## src/rtl/mux4_1_arb.sv

```systemverilog
// Four-channel valid/ready mux with a one-beat output register and round-robin grant.
// Define MUX4_1_ARB_FIXED_PRIO_EN for fixed priority (channel 0 highest); ports are unchanged.
module mux4_1_arb #(
    parameter int WIDTH = 8
) (
    input  logic               clk,
    input  logic               rst_n,
    input  logic [4*WIDTH-1:0] in_data,
    input  logic [3:0]         in_valid,
    output logic [3:0]         in_ready,
    output logic [WIDTH-1:0]   out_data,
    output logic [1:0]         out_sel,
    output logic               out_valid,
    input  logic               out_ready
);

    logic [1:0] p;
    logic       load_en;
    logic       grant_any;
    logic [1:0] grant;
    logic [1:0] idx;

    always_comb begin
        load_en   = !out_valid || out_ready;
        grant_any = 1'b0;
        grant     = 2'b00;
        idx       = 2'b00;
`ifdef MUX4_1_ARB_FIXED_PRIO_EN
        // Scan from lowest priority upward so channel 0 wins last.
        for (int i = 3; i >= 0; i--) begin
            if (in_valid[i]) begin
                grant_any = 1'b1;
                grant     = 2'(i);
            end
        end
`else
        for (int i = 0; i < 4; i++) begin
            idx = p + 2'(i);
            if (!grant_any && in_valid[idx]) begin
                grant_any = 1'b1;
                grant     = idx;
            end
        end
`endif
        in_ready = 4'b0000;
        if (rst_n && load_en && grant_any) begin
            in_ready[grant] = 1'b1;
        end
    end

    always_ff @(posedge clk) begin
        if (!rst_n) begin
            out_valid <= 1'b0;
            out_data  <= '0;
            out_sel   <= 2'b00;
            p         <= 2'b00;
        end else if (load_en) begin
            if (grant_any) begin
                out_valid <= 1'b1;
                out_data  <= in_data[int'(grant)*WIDTH +: WIDTH];
                out_sel   <= grant;
`ifdef MUX4_1_ARB_FIXED_PRIO_EN
                p         <= 2'b00;
`else
                p         <= grant + 2'd1;
`endif
            end else begin
                out_valid <= 1'b0;
            end
        end
    end

endmodule

```

## config.mk

```make
export PLATFORM = sky130hd
export DESIGN_NAME = mux4_1_arb
export DESIGN_NICKNAME = d
export VERILOG_FILES = /design/src/rtl/mux4_1_arb.sv
export SDC_FILE = /design/constraint.sdc
export NUM_CORES = 1
export LEC_CHECK = 0
export ABC_AREA = 1
export CORE_ASPECT_RATIO = 0.6
export CORE_MARGIN = 2
export CORE_UTILIZATION = 45
export CTS_BUF_LIST = sky130_fd_sc_hd__clkbuf_4
export DETAILED_ROUTE_END_ITERATION = 8
export PLACE_DENSITY_LB_ADDON = 0.05
export SKIP_CTS_REPAIR_TIMING = 1
export SLEW_MARGIN = 20
export SYNTH_ARGS = -nofsm -noshare
export SYNTH_HDL_FRONTEND = slang
export SYNTH_SLANG_ARGS = --single-unit
```

## constraint.sdc

```tcl
create_clock -name clk -period 3.91 [get_ports clk]
set_clock_uncertainty 0.2 [all_clocks]
set_input_delay 0.782 -clock clk [delete_from_list [all_inputs] [get_ports clk]]
set_output_delay 0.782 -clock clk [all_outputs]
set_load 0.02 [all_outputs]
```

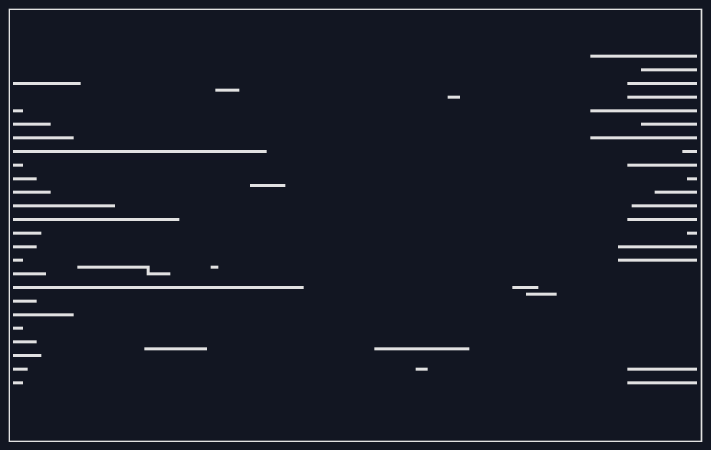
(run_1/m3.png)
Drawn at 10 px/µm.
main direction = horizontal
nets with wire on the layer = 48
wire length on this layer = 273 µm
share of all routed wire = 8.6%

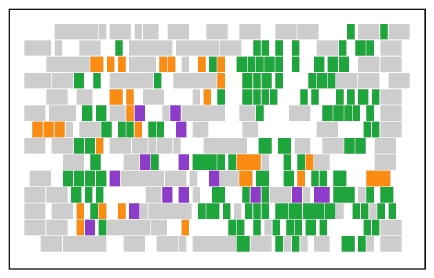
(run_1/gates.png)
Drawn at 6 px/µm.
orange -> nor cells  # cells 27
purple -> aoi and oai cells  # cells 14
green -> nand cells  # cells 118, where all over the die
share of cell area taken by multi-input logic gates: 0.417
most numerous logic cell after layout: nand2_1
filler-free cell count of the finished design: 295

==> flow_summary.toml, run 1 <==
# generated from flow reports
[min_path]
hold_path.class = "flop to flop"
hold_path.startpoint = "out_data[6]"

[finish]
fraction_of_layout_instances_using_a_drive_strength_above_1 = 0.137
flow.area_growth_from_synthesis_pct = 54.7
layout.nets = 303

[outcome]
status = "finished clean"

[global_routing]
largest_net_degree_at_the_start_of_global_routing = 23
gr-usage-all-layers = 0.224
via_count_of_the_first_global_routing_pass = 1224
gr-total-overflow = 0

[yosys]
synthesis.area_mm2 = 0.00114
edf_count = 0
synth_simple_gate_area_share = 0.581
ys_sh_xor = 0

[worst_setup_path]
critPathLaunchType = "input port"
reg2reg_to = "out_data[5]"
timing.reg2reg.worst_path_depth = 15

[route]
drt-pass1-iter-count = 4

[timing]
final.period_utilization = 0.897
timing.final.setup_violations = 0
max-slew-margin-rel = 0.806

[power]
pwr_density_cell_mw_per_mm2 = 827
total_switching_power_mw = 0.765
post-layout-total-power_mw = 1.46
ir_drop_mv = 0.412

[clock_network]
cts_made_buffers = 3
cts_buffer_depth = 2

[floorplan]
rows = 14
fp_util = 0.466
die.size.x_um = 69.1

[place]
dp.final_hpwl_um = 2520
number_of_port_buffers = 53
routabilityCongestion = 0.883
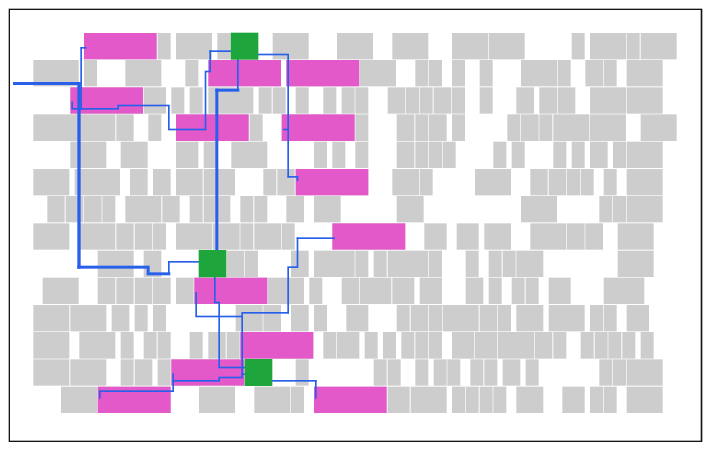
(run_1/clock_wires.png)
Drawn at 10 px/µm.
blue -> clock wires  # length 187 µm
magenta -> flip-flops  # count 13
green -> clock-net drivers  # count 3
routed clock nets = 4
clock network power consumption: 0.0903 mW
clock network fraction of design power: 0.062
insertion delay of the later-clocked pin in the worst-skew pair: 0.28 ns

-- run 1: critical path: cells and delay by family --
family | cells | cell delay, ns
buffers and inverters | 3 | 0.68
and+or+nand+nor | 10 | 1.07
-- run 1: per-layer routing --
layer,share of wire,global-route usage,wire (µm)
met5,0,0,0
met1,0.56,0.337,1790
met4,0.011,0.0824,36
met3,0.086,0.0689,272
met2,0.34,0.292,1080
-- run 1: how the worst max path moves through the flow --
stage                        to  slack, ns         from
floorplan           in_ready[1]       0.81  in_valid[2]
global placement    in_ready[3]       0.09  in_valid[2]
detailed placement  in_ready[3]       0.07  in_valid[2]
CTS                 in_ready[3]       0.03  in_valid[3]
global route        in_ready[3]       0.28  in_valid[2]
finish              in_ready[3]       0.40  in_valid[3]
-- run 1: cell families after synthesis --
| family | Yosys count |
|---|---|
| flip-flops | 13 |
| buffers and inverters | 31 |
| AND-OR/OR-AND | 14 |
| AND/OR/NAND/NOR | 146 |
-- run 1: flip-flops by register name (all words and copies together) (netlist names) --
register and cells:
out_data 8, out_sel 2, p 2, out_valid 1
-- run 1: layout by cell type, fill, tap and decap left out, drive strengths merged, types with 3 or more instances in the layout --
master / instances
buf: 10
inv: 23
clkbuf: 4
nor2: 24
a21oi: 5
o21ai: 8
clkdlybuf4s50: 49
nor3: 3
dfxtp: 13
nand3: 32
dlymetal6s2s: 4
nand2: 85
-- run 1: power groups by stage --
| stage | sequential (mW) | clock [mW] | combinational, mW |
|---|---|---|---|
| after detailed placement | 0.226 | 0 | 1.14 |
| after global routing | 0.231 | 0.101 | 1.29 |
| after global placement | 0.226 | 0 | 1.13 |
| after floorplan | 0.268 | 0 | 0.743 |
| after CTS | 0.222 | 0.0943 | 1.15 |
| final | 0.223 | 0.0903 | 1.15 |
-- run 1: through the flow --
stage	setup WS [ns]	cells	hold WS, ns
finish	0.404	295	0.321
global route	0.278	295	0.373
CTS	0.0349	295	0.328
detailed placement	0.0664	291	0.309
global placement	0.0933	291	0.300
floorplan	0.810	204	0.384
-- run 1: final cells by class --
class                      instances  area (µm²)  area share
inverter                          23        86.3      0.0488
timing repair buffer              63         616       0.348
multi-input combinational        160         737       0.417
tap                               32        40.0      0.0226
sequential                        13         260       0.147
clock buffer                       4        30.0      0.0170
==> run 1 -> run 2 <==
--- a/config.mk
+++ b/config.mk
@@ -6,12 +6,14 @@
 export NUM_CORES = 1
 export LEC_CHECK = 0
 export ABC_AREA = 1
+export ABC_CLOCK_PERIOD_IN_PS = 3910
 export CORE_ASPECT_RATIO = 0.6
 export CORE_MARGIN = 2
 export CORE_UTILIZATION = 45
 export CTS_BUF_LIST = sky130_fd_sc_hd__clkbuf_4
 export DETAILED_ROUTE_END_ITERATION = 8
 export PLACE_DENSITY_LB_ADDON = 0.05
+export RECOVER_POWER = 50
 export SKIP_CTS_REPAIR_TIMING = 1
 export SLEW_MARGIN = 20
 export SYNTH_ARGS = -nofsm -noshare
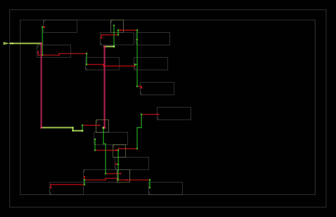
(run_2/clock_nets.png)
clock buffer count in the final layout: 4
clock network power consumption: 0.0911 mW
number of buffers created by CTS: 3

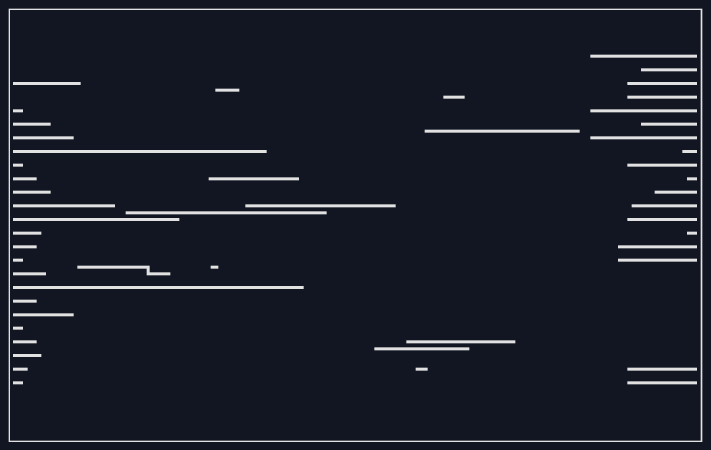
(run_2/m3.png)
Drawn at 10 px/µm.
nets with wire on the layer = 49
share of all routed wire = 10%
wire length on this layer = 328 µm
longest straight run = 28.8 µm

==> flow_summary.toml, run 2 <==
# generated from flow reports
[outcome]
status = "finished clean"

[worst_setup_path]
critPathLaunchType = "input port"

[place]
place_ws_ns = 0.0664
number_of_port_buffers = 53
routabilityCongestion = 0.883
dp.final_hpwl_um = 2520

[floorplan]
fp_util = 0.466
dieHeight_um = 43.1
rows = 14
die.size.x_um = 69.1

[route]
routed-wl-met2_um = 1070
dr.max_layer_used = "met4"
routedLengthMet1_um = 1700
drt-pass1-iter-count = 4
wl_met3_um = 328

[timing]
postLayoutSetupSlackWorst_ns = 0.285
max-slew-margin-rel = 0.399
timing.final.setup_violations = 0
final-hold-violation-count = 0
final.period_utilization = 0.927
finalCriticalPeriod_ns = 3.63

[min_path]
hold_path.class = "flop to flop"

[yosys]
edf_count = 0
synthesis.area_mm2 = 0.00114
post_synth_main_area_contributors = "nand2_1 24%, dfxtp_1 23%, nand3_1 13%"

[global_routing]
largest_net_degree_at_the_start_of_global_routing = 23
via_count_of_the_first_global_routing_pass = 1224
gr-total-overflow = 0
gr-usage-all-layers = 0.224

[clock_network]
cts_buffer_depth = 2
clk_latency_ns = 0.28

[finish]
flow.area_growth_from_synthesis_pct = 53.7
top_regs = "out_data (8), out_sel (2), p (2)"
layout.nets = 303
finish.utilization = 0.717
layout.cells.most_common_list = "74 x nand2_1, 38 x clkdlybuf4s50_1, 30 x nand3_1"
fraction_of_layout_instances_using_a_drive_strength_above_1 = 0.129
largest_register_ff_count = 8
lay_top_count = "nand2_1"
registers.top_by_ff_count = "out_data"

[power]
pwr_density_cell_mw_per_mm2 = 812
ir_drop_mv = 0.395
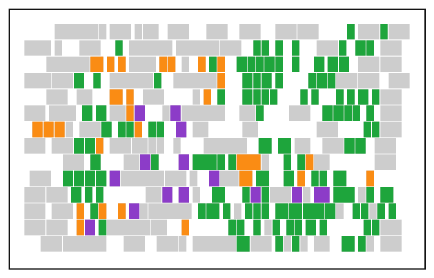
(run_2/gates.png)
Drawn at 6 px/µm.
purple -> aoi and oai cells  # cells 14
green -> nand cells  # cells 118, where all over the die
orange -> nor cells  # cells 27
share of cell area taken by multi-input logic gates: 0.415

-- run 2: report_power, final --
part,leakage (nW),switching [mW],internal [mW]
combinational,0.861,0.671,0.445
sequential,0.108,0.0352,0.185
clock,0.0184,0.0446,0.0465
-- run 2: metal layers --
layer | GRT usage | vias up
met5 | 0 | -
met4 | 0.0824 | 0
met3 | 0.0689 | 4
met2 | 0.292 | 60
met1 | 0.337 | 609
li1 | - | 759
-- run 2: cell type report --
cell class              count  area (µm²)
multi-input cells         160         729
flip-flops and latches     13         260
repair buffers             63         612
fillers                   223         694
clock buffers               4        30.0
well taps                  32        40.0
inverters                  23        86.3
-- run 2: critical path, cell delays in order --
cell             delay, ns
clkdlybuf4s50_1       0.43
nand2_1               0.09
nand2_2               0.06
nand2_1               0.12
nand2_2               0.06
nor2_1                0.24
nand2_2               0.10
or2_4                 0.26
nand2_4               0.07
inv_2                 0.03
nand2_1               0.12
nor3_1                0.07
dlymetal6s2s_1        0.21
-- run 2: per-stage QoR --
stage | hold WS, ns | total power, mW | cells
after floorplan | 0.384 | 1.01 | 204
after global placement | 0.300 | 1.36 | 291
after detailed placement | 0.309 | 1.36 | 291
after CTS | 0.328 | 1.46 | 295
after global routing | 0.368 | 1.59 | 295
final | 0.319 | 1.43 | 295
-- run 2: cell families (layout without fill, tap and decap cells) --
group,Yosys count,in the layout,synth area share
AND-OR/OR-AND,14,14,0.0634
AND/OR/NAND/NOR,146,146,0.581
buffers and inverters,31,90,0.128
flip-flops,13,13,0.228
-- run 2: final timing paths --
kind | from | depth (start not counted) | to | slack [ns]
min reg2reg | out_data[6] | 2 | out_data[6] | 0.32
min | out_data[6] | 2 | out_data[6] | 0.32
max | in_valid[3] | 13 | in_ready[3] | 0.28
max reg2reg | p[0] | 13 | out_sel[1] | 1.16
==> run 2 -> run 3 <==
--- a/config.mk
+++ b/config.mk
@@ -6,11 +6,12 @@
 export NUM_CORES = 1
 export LEC_CHECK = 0
 export ABC_AREA = 1
-export ABC_CLOCK_PERIOD_IN_PS = 3910
+export ABC_CLOCK_PERIOD_IN_PS = 4500
 export CORE_ASPECT_RATIO = 0.6
 export CORE_MARGIN = 2
 export CORE_UTILIZATION = 45
 export CTS_BUF_LIST = sky130_fd_sc_hd__clkbuf_4
+export CTS_CLUSTER_DIAMETER = 150
 export DETAILED_ROUTE_END_ITERATION = 8
 export PLACE_DENSITY_LB_ADDON = 0.05
 export RECOVER_POWER = 50
==> constraint.sdc (replaced) <==
create_clock -name clk -period 4.5 [get_ports clk]
set_clock_uncertainty 0.2 [all_clocks]
set_input_delay 0.9 -clock clk [delete_from_list [all_inputs] [get_ports clk]]
set_output_delay 0.9 -clock clk [all_outputs]
set_load 0.02 [all_outputs]
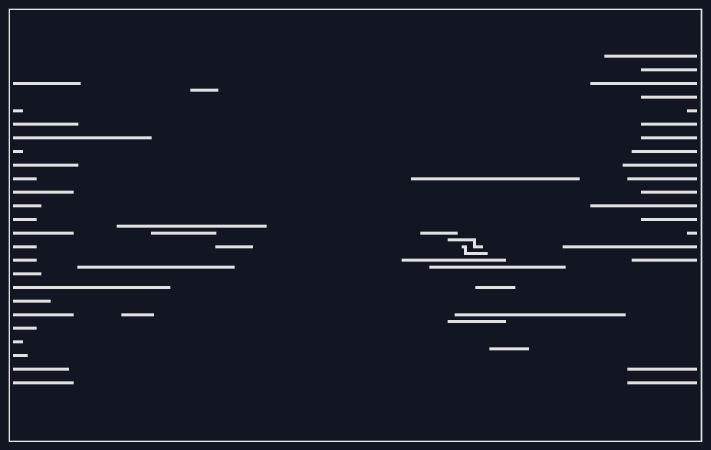
(run_3/m3.png)
Drawn at 10 px/µm.
nets with wire on the layer = 51
share of all routed wire = 10%
wire length on this layer = 339 µm
longest straight run = 16.8 µm

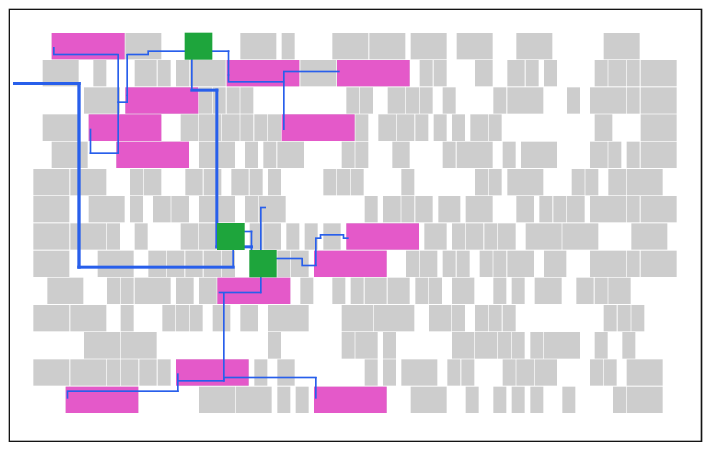
(run_3/clock_wires.png)
Drawn at 10 px/µm.
blue -> clock wires  # length 196 µm
green -> clock-net drivers  # count 3
magenta -> flip-flops  # count 13
routed clock nets = 4
clock network power consumption: 0.0796 mW
clock network fraction of design power: 0.067

==> flow_summary.toml, run 3 <==
# generated from flow reports
[route]
drt-pass1-iter-count = 4

[floorplan]
die.size.x_um = 69.1
dieHeight_um = 43.1
fp_util = 0.466
rows = 14

[finish]
flow.area_growth_from_synthesis_pct = 48.9
top_regs = "out_data (8), out_sel (2), p (2)"
fraction_of_layout_instances_using_a_drive_strength_above_1 = 0.109
registers.top_by_ff_count = "out_data"
layout.cells.most_common_list = "74 x nand2_1, 42 x clkdlybuf4s50_1, 30 x nand3_1"
lay_top_count = "nand2_1"

[power]
pwr_density_cell_mw_per_mm2 = 698
post-layout-total-power_mw = 1.19
ir_drop_mv = 0.340

[yosys]
post_synth_main_area_contributors = "nand2_1 24%, dfxtp_1 23%, nand3_1 13%"
edf_count = 0
synthesis.area_mm2 = 0.00114

[timing]
final-hold-violation-count = 0
postLayoutSetupSlackWorst_ns = 0.213
final.period_utilization = 0.953
finalCriticalPeriod_ns = 4.29

[place]
place_ws_ns = 0.291
routabilityCongestion = 0.897

[global_routing]
gr-total-overflow = 0
gr-usage-all-layers = 0.243

[min_path]
hold_path.class = "flop to flop"

[worst_setup_path]
critPathLaunchType = "input port"

[clock_network]
cts_buffer_depth = 2
clk_latency_ns = 0.28

[outcome]
status = "finished clean"
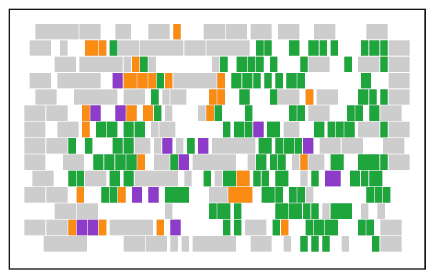
(run_3/gates.png)
Drawn at 6 px/µm.
purple -> aoi and oai cells  # cells 14
green -> nand cells  # cells 118
orange -> nor cells  # cells 27

## run 3: cell types whose count changed in the layout (fill, tap and decap cells not counted)
cell / before / now
buf_4: 9 / 3
clkdlybuf4s50_1: 38 / 42
dlymetal6s2s_1: 4 / 0
## run 3: layer usage
layer	track usage	vias to the layer above	wire length, µm
met5	0	-	0
met4	0.0863	0	50
met3	0.0665	8	339
met2	0.335	67	1190
met1	0.357	604	1740
li1	-	748	-
## run 3: report_power, final
group / leakage [nW] / switching (mW) / internal (mW)
clock network: 0.0184 / 0.0391 / 0.0404
logic: 0.764 / 0.576 / 0.335
registers: 0.108 / 0.0366 / 0.161
## run 3: final timing paths
path                             startpoint          end  slack (ns)  cells past startpoint
worst min-delay path            out_data[5]  out_data[5]        0.32                      2
worst max register to register         p[0]   out_sel[0]        1.61                     13
worst max-delay path            in_valid[2]  in_ready[3]        0.21                     11
worst min register to register  out_data[5]  out_data[5]        0.32                      2
## run 3: logic make-up (layout without fill, tap and decap cells)
family	after synthesis	count (layout)	share of synthesized area
simple gates	146	146	0.581
flops	13	13	0.228
compound gates	14	14	0.0634
buf+inv	31	84	0.128
## run 3: worst max-delay path: stages
cell	delay, ns
clkdlybuf4s50_1	0.43
nand2_1	0.10
nand2_2	0.09
nand2_1	0.12
nand2_2	0.06
nor2_1	0.23
nand2_2	0.10
nor2_2	0.14
nor2_4	0.10
nor3_1	0.26
clkdlybuf4s50_1	0.65
## run 3: final cells by class
| type | instances | area [µm²] |
|---|---|---|
| Timing Repair Buffer | 57 | 557 |
| Multi-Input combinational cell | 160 | 729 |
| Sequential cell | 13 | 260 |
| Tap cell | 32 | 40.0 |
| Clock buffer | 4 | 30.0 |
| Inverter | 23 | 86.3 |
| Fill cell | 243 | 749 |
## run 3: metrics by stage
stage | hold WS, ns | utilization
after floorplan | 0.384 | -
after global placement | 0.305 | 0.687
after detailed placement | 0.306 | 0.687
after CTS | 0.333 | 0.699
after global routing | 0.366 | 0.694
final | 0.322 | 0.694

==> notes/layouts.md <==
Pictures saved along the way, in no particular order.

Metal layers overlaid.
Drawn at 6 px/µm.
Plate I
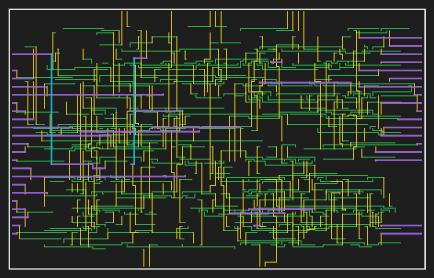
Plate II
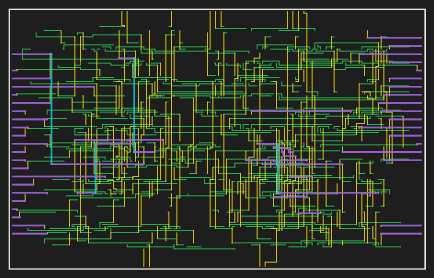
| from | picture |
|---|---|
| run 3 | Plate II |
| run 2 | Plate I |

Key to Plate II:
purple -> M3  # wire length 339 µm
green -> M1  # wire length 1740 µm
cyan -> M4  # wire length 50.3 µm
yellow -> M2  # wire length 1190 µm

Power and IR drop assume default switching activity.
